**src/rtl/accumulator_packet_reader.sv**
```systemverilog
`default_nettype none
// ============================================================================
// Module   : accumulator_packet_reader
// Brief    : Frames FWFT FIFO samples into SYNC/SEQ/payload/CSUM UART bytes.
// Revision : 1.0 - initial release
// ============================================================================
module accumulator_packet_reader #(
  parameter int         WORDS_PER_PACKET = 125,
  parameter logic [7:0] SYNC_BYTE        = 8'hA5,
  parameter int         TIMEOUT_CYCLES   = 1024
) (
  input  logic        clk,
  input  logic        rst,
  input  logic        enable,
  input  logic [15:0] data_in,
  input  logic        data_empty,
  output logic        data_rd,
  output logic [7:0]  tx_data,
  output logic        tx_valid,
  input  logic        tx_ready,
  output logic        busy,
  output logic        underrun
);

  localparam int TW = $clog2(TIMEOUT_CYCLES + 1);

  typedef enum logic [2:0] {
    ST_IDLE = 3'd0,
    ST_SYNC = 3'd1,
    ST_SEQ  = 3'd2,
    ST_HIGH = 3'd3,
    ST_LOW  = 3'd4,
    ST_CSUM = 3'd5
  } state_t;

  state_t        state_q, state_d;
  logic [7:0]    seq_q, seq_d;
  logic [7:0]    csum_q, csum_d;
  logic [7:0]    word_cnt_q, word_cnt_d;
  logic [TW-1:0] tmo_q, tmo_d;
  logic          aborted_q, aborted_d;
  logic          underrun_q, underrun_d;
  logic          start_ok;
  logic [7:0]    csum_neg;

  always_ff @(posedge clk) begin
    if (rst) begin
      state_q    <= ST_IDLE;
      seq_q      <= 8'h00;
      csum_q     <= 8'h00;
      word_cnt_q <= 8'h00;
      tmo_q      <= '0;
      aborted_q  <= 1'b0;
      underrun_q <= 1'b0;
    end else begin
      state_q    <= state_d;
      seq_q      <= seq_d;
      csum_q     <= csum_d;
      word_cnt_q <= word_cnt_d;
      tmo_q      <= tmo_d;
      aborted_q  <= aborted_d;
      underrun_q <= underrun_d;
    end
  end

  always_comb begin
    state_d    = state_q;
    seq_d      = seq_q;
    csum_d     = csum_q;
    word_cnt_d = word_cnt_q;
    tmo_d      = tmo_q;
    aborted_d  = aborted_q;
    underrun_d = underrun_q;
    tx_valid   = 1'b0;
    tx_data    = 8'h00;
    start_ok   = enable & ~data_empty;
    csum_neg   = 8'h00 - csum_q;

    case (state_q)
      ST_IDLE: begin
        if (start_ok) begin
          state_d    = ST_SYNC;
          csum_d     = 8'h00;
          word_cnt_d = 8'h00;
          tmo_d      = '0;
          aborted_d  = 1'b0;
        end
      end
      ST_SYNC: begin
        tx_valid = 1'b1;
        tx_data  = SYNC_BYTE;
        if (tx_ready) begin
          state_d = ST_SEQ;
          tmo_d   = '0;
        end
      end
      ST_SEQ: begin
        tx_valid = 1'b1;
        tx_data  = seq_q;
        if (tx_ready) begin
          state_d = ST_HIGH;
          tmo_d   = '0;
        end
      end
      ST_HIGH: begin
        tx_valid = ~data_empty;
        tx_data  = data_in[15:8];
        if (data_empty) begin
          // Starved mid-packet: give up and close with an inverted checksum.
          if (tmo_q == TW'(TIMEOUT_CYCLES - 1)) begin
            state_d    = ST_CSUM;
            aborted_d  = 1'b1;
            underrun_d = 1'b1;
            tmo_d      = '0;
          end else begin
            tmo_d = tmo_q + 1'b1;
          end
        end else if (tx_ready) begin
          state_d = ST_LOW;
          csum_d  = csum_q + data_in[15:8];
          tmo_d   = '0;
        end
      end
      ST_LOW: begin
        tx_valid = 1'b1;
        tx_data  = data_in[7:0];
        if (tx_ready) begin
          csum_d     = csum_q + data_in[7:0];
          word_cnt_d = word_cnt_q + 8'd1;
          tmo_d      = '0;
          if (word_cnt_q == 8'(WORDS_PER_PACKET - 1)) begin
            state_d = ST_CSUM;
          end else begin
            state_d = ST_HIGH;
          end
        end
      end
      ST_CSUM: begin
        tx_valid = 1'b1;
        tx_data  = aborted_q ? ~csum_neg : csum_neg;
        if (tx_ready) begin
          seq_d = seq_q + 8'd1;
          tmo_d = '0;
          // Chain straight into the next packet so there is no idle gap.
          if (start_ok) begin
            state_d    = ST_SYNC;
            csum_d     = 8'h00;
            word_cnt_d = 8'h00;
            aborted_d  = 1'b0;
          end else begin
            state_d = ST_IDLE;
          end
        end
      end
      default: begin
        state_d = ST_IDLE;
      end
    endcase
  end

  assign data_rd  = (state_q == ST_LOW) & tx_ready & ~data_empty & ~rst;
  assign busy     = (state_q != ST_IDLE);
  assign underrun = underrun_q;

endmodule
`default_nettype wire

```
**config.mk**
```make
export PLATFORM = sky130hd
export DESIGN_NAME = accumulator_packet_reader
export DESIGN_NICKNAME = d
export VERILOG_FILES = /design/src/rtl/accumulator_packet_reader.sv
export SDC_FILE = /design/constraint.sdc
export NUM_CORES = 1
export LEC_CHECK = 0
export ABC_AREA = 1
export CORE_MARGIN = 2
export CORE_UTILIZATION = 61
export DETAILED_ROUTE_END_ITERATION = 10
export HOLD_SLACK_MARGIN = 0.02
export PLACE_DENSITY = 0.86
export REMOVE_ABC_BUFFERS = 1
export SLEW_MARGIN = 5
export SYNTH_ARGS = -nofsm -noshare
export SYNTH_HDL_FRONTEND = slang
export SYNTH_SLANG_ARGS = --single-unit
```
**constraint.sdc**
```tcl
create_clock -name clk -period 4.86 [get_ports clk]
set_input_delay 0.972 -clock clk [delete_from_list [all_inputs] [get_ports clk]]
set_output_delay 0.972 -clock clk [all_outputs]
set_load 0.01 [all_outputs]
```
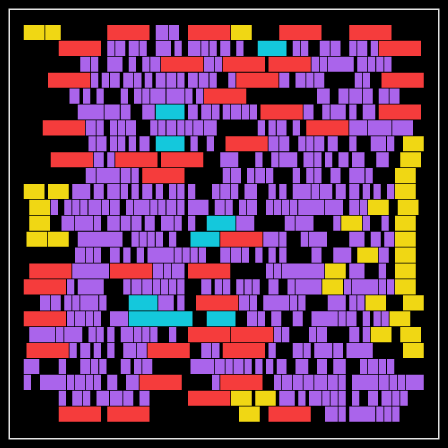
(images/class_map.png)
Key: yellow = remaining buffers and delay cells [cells 33, share of their area 9.8%]; red = registers [cells 40, share of their area 24%]; cyan = clock drivers and dummy loads [cells 8, share of their area 3.8%]; purple = remaining logic cells [cells 409, share of their area 62%]

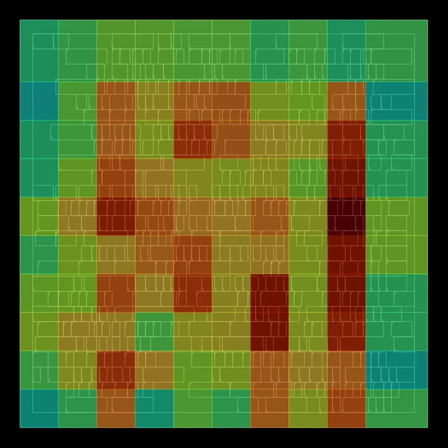
(images/congestion_map.png)
mean routed wirelength per cell: 14.0 um
global-route track usage on met1: 0.398

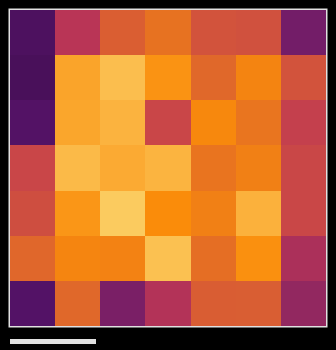
(images/util_map.png)
Scale bar: 20 um. 7 x 7 tiles, from black (low) to pale yellow (high), 0 to 100% covered.
The densest ninth of the die: middle. The fullest tile reaches 89%. 27% of the tiles are over 75% full. The emptiest ninth of the die: top left.

==> notes.md <==
Implementation results are summarized by area below.

Run status
The flow ran to the end, and the final reports show no timing, DRC or antenna violations.

CTS
The clock H-tree reported by CTS has 2 levels. In this run, post-CTS repair resized a total of 0 instances. TritonCTS created 5 clock buffers. The clock transition time at the flip-flop clock pins of the worst setup and hold paths is about 0.08 ns. For the worst-skew pair, the clock arrives at the later sink with an insertion delay of between 0.2 and 0.3 ns. Buffers added to address setup during post-CTS repair amount to 0.

The clock drives 40 sinks. The cell chosen for the clock root is sky130_fd_sc_hd__clkbuf_8. TritonCTS built the clock tree. In this run, post-CTS hold repair placed 0 buffers.

Pwr
The power report attributes to the clock group a share of 0.205. In this run the static leakage power is 1.42 nW. The power dissipated in sequential cells is 0.392 mW. The cell area power density is 424 mW/mm^2.

The worst VDD IR drop from the latest analysis is 0.357 mV. The internal power is 0.803 mW. The power drawn by the clock network is 0.297 mW. The switching power is roughly 0.64 mW. Per report_power, the top consumer among the power groups is combinational cells. Switching power as a fraction of the total was reported as 0.445. For the combinational group, total power comes out at 0.758 mW. The combinational cell fraction of total power is 0.524. The power after layout is 1.45 mW. Of the total power, registers draw 0.271.

Global routing
The total global routing overflow is 0. The number of global-route vias before repair is roughly 2800. The wire length of the first global-routing pass is 12.5 mm. The overall track demand over capacity in global routing is 0.300. The number of antenna violations at the first check in global routing is 0.

The maximum number of pins on one net before global-route repair is 26.

Detailed routing
For this block, wires on met1 add up to around 3.5 mm. The routed layout reports a DRC error count of 0. The highest layer touched by signal routing is met4. The detailed route wirelength on metal2 is 3.37 mm. The length of routed met3 wiring is ~500 um.

The first-pass iteration count of the detailed router is 5. The average via count per standard cell is 5.72. The count of vias placed by the detailed router is 3112. Nets still carrying antenna violations after routing amount to 0. After detailed routing, the total wire length is 7.62 mm.

Cells and area
The fraction of cell area in multi-input combinational cells is reported as 0.551. The layout has 387 filler cells. The final antenna diode tally reported by the flow is 0. Leaving out fill and tap cells, the most frequent cell in the layout is sky130_fd_sc_hd__nand2_1. The post-route utilization of the core is recorded as 0.732. The fraction of final layout cells sized beyond drive strength 1 is 0.0694. 353 cells are multi-input combinational gates. After layout, the buffer instance count without clock buffers stands at 33.

The fraction of final cell area spent on clock buffers and inverters in this run is 0.0370. The layout report lists the multi-input gate area as 0.00188 mm^2. There are 40 flip-flops and latches.

Compared with the post-synthesis result, the final layout area differs by 16.8%. Per the final report, the share of cell area in non-clock buffers is 0.0961. Leaving out fill and tap cells, the most frequent cells in the layout are sky130_fd_sc_hd__nand2_1 (123), sky130_fd_sc_hd__inv_1 (53), sky130_fd_sc_hd__a21oi_1 (48). The sequential share of cell area is 0.235.

The number of nets in the final layout is 525. Counting the inverters off the clock network in the layout gives 56. In the final layout, the clock buffer count is 7.

Min path
The origin of the worst min-delay path is tmo_q[10]. The worst hold path passes through 2 cells. The worst min-delay path endpoint is tmo_q[10].

Synth
The combined area of all synthesized cells is 0.00292 mm^2. The dominant kind of combinational cell is simple AND/OR/NAND/NOR gates. Of the total synthesized cell area, the portion taken by AND, OR, NAND and NOR gates is 0.376. In this run, the synthesized area fraction spent on xor and xnor cells is recorded as 0.0330. Counting distinct cell types in the post-synthesis netlist gives 39.

The post-synthesis sequential element count is 40. The synthesized netlist was found by Yosys to have 456 cells. The share of synthesized area occupied by flip-flops and latches is 0.274.

The commonest cells after synthesis are sky130_fd_sc_hd__nand2_1 (123), sky130_fd_sc_hd__inv_1 (53), sky130_fd_sc_hd__a21oi_1 (48). Summing all multiplexer cells gives an area fraction of 0. Synthesis handed over a netlist of approximately 460 instances. The count of flip-flops with a built-in enable after synthesis is 0. Of the post-synthesis cell area, the dominant cell type holds 0.274. The synthesis warning total is 0. Sorting the synthesis cell report by count puts at the top sky130_fd_sc_hd__nand2_1. A synthesized cell averages 6.41 um^2. The async set or reset register ratio after synthesis is 0.

Yosys attributes the largest share of cell area to sky130_fd_sc_hd__dfxtp_1 (27%), sky130_fd_sc_hd__nand2_1 (16%), sky130_fd_sc_hd__a21oi_1 (8.2%). In this run, the synthesized area fraction spent on AND-OR/OR-AND gates is recorded as 0.168.

Floorplan
The number of tap instances is 54. The die footprint is approximately 0.0054 mm^2. The floorplan row count is 25. The number of I/O pins is 33.

The initial standard-cell utilization of the core is 0.627. The die boundary height is 73.2 um. According to the floorplan report, the placeable core area is 0.00466 mm^2.

Final timing
The hold violation total from the final report is 0. In the finished design, the share of the clock period the worst path needs comes to 0.772. Setup repair after global routing left no endpoint under its margin. The worst path meets setup with roughly 1.1 ns of slack. The number of slew-limit violations in the final report is 0. The final period demand of the worst path is between 3 and 4 ns. The highest clock rate this design can be run at is 0.267 GHz. The slew at the pin with the worst max-slew slack is 0.917 ns. In the final timing run, aggregate negative setup slack is 0 ns. The worst clock skew on the final layout is 0.00502 ns. The final count of negative-setup-slack endpoints is 0.

Run
Warnings raised by the tools during the run amount to 27. The total of max-cap violations is 0.

Critical path
The kind of start point of the critical path is a register. The cell repeated most along the worst path is sky130_fd_sc_hd__nand2_1. The end point of the critical path is tx_data[7]. The worst stage delay on the critical path is approximately 0.73 ns. The slack of the worst reg-to-reg path is 1.92 ns. The slowest cell on the critical path is sky130_fd_sc_hd__nor2_1. The number of cells on the worst reg-to-reg path is 13. Per the timing report, the biggest fanout along the worst path comes to 12. The worst setup path is captured at an output pin.

For reference, the critical path cell chain is inv_2, nor2_1, nand2_1, nand2_1, a221oi_1, a21oi_1, clkdlybuf4s50_1. The endpoint identified for the worst register-to-register timing path is csum_q[6]. OpenSTA lists the critical path startpoint as state_q[2].

Place
Per the placement log, port buffering inserted 32 buffers. The congestion estimate from routability-driven global placement came to 0.923. The number of placed instances, taps included is 536. According to the dpl log, the detail-placed design has an HPWL of just under 6 mm.

STA on the placed design reports a worst setup slack of 1.42 ns. The placed instance area is 0.00329 mm^2.
-- registers in the layout (all words and copies together), names as in the netlist --
| name | count |
|---|---|
| aborted_q | 1 |
| csum_q | 8 |
| seq_q | 8 |
| state_q | 3 |
| tmo_q | 11 |
| underrun | 1 |
| word_cnt_q | 8 |
-- per-layer routing --
layer | GRT usage | vias to the layer above
li1 | - | 1582
met1 | 0.398 | 1394
met2 | 0.472 | 116
met3 | 0.0566 | 20
met4 | 0.130 | 0
met5 | 0 | -
-- worst max-delay path, delay by kind of cell, from the launching register on --
| family | cells | cell delay [ns] |
|---|---|---|
| buffers and inverters | 2 | 0.70 |
| AOI/OAI and AO/OA | 2 | 0.21 |
| DFF | 1 | 0.50 |
| and+or+nand+nor | 3 | 1.07 |
Power and IR drop assume default switching activity.
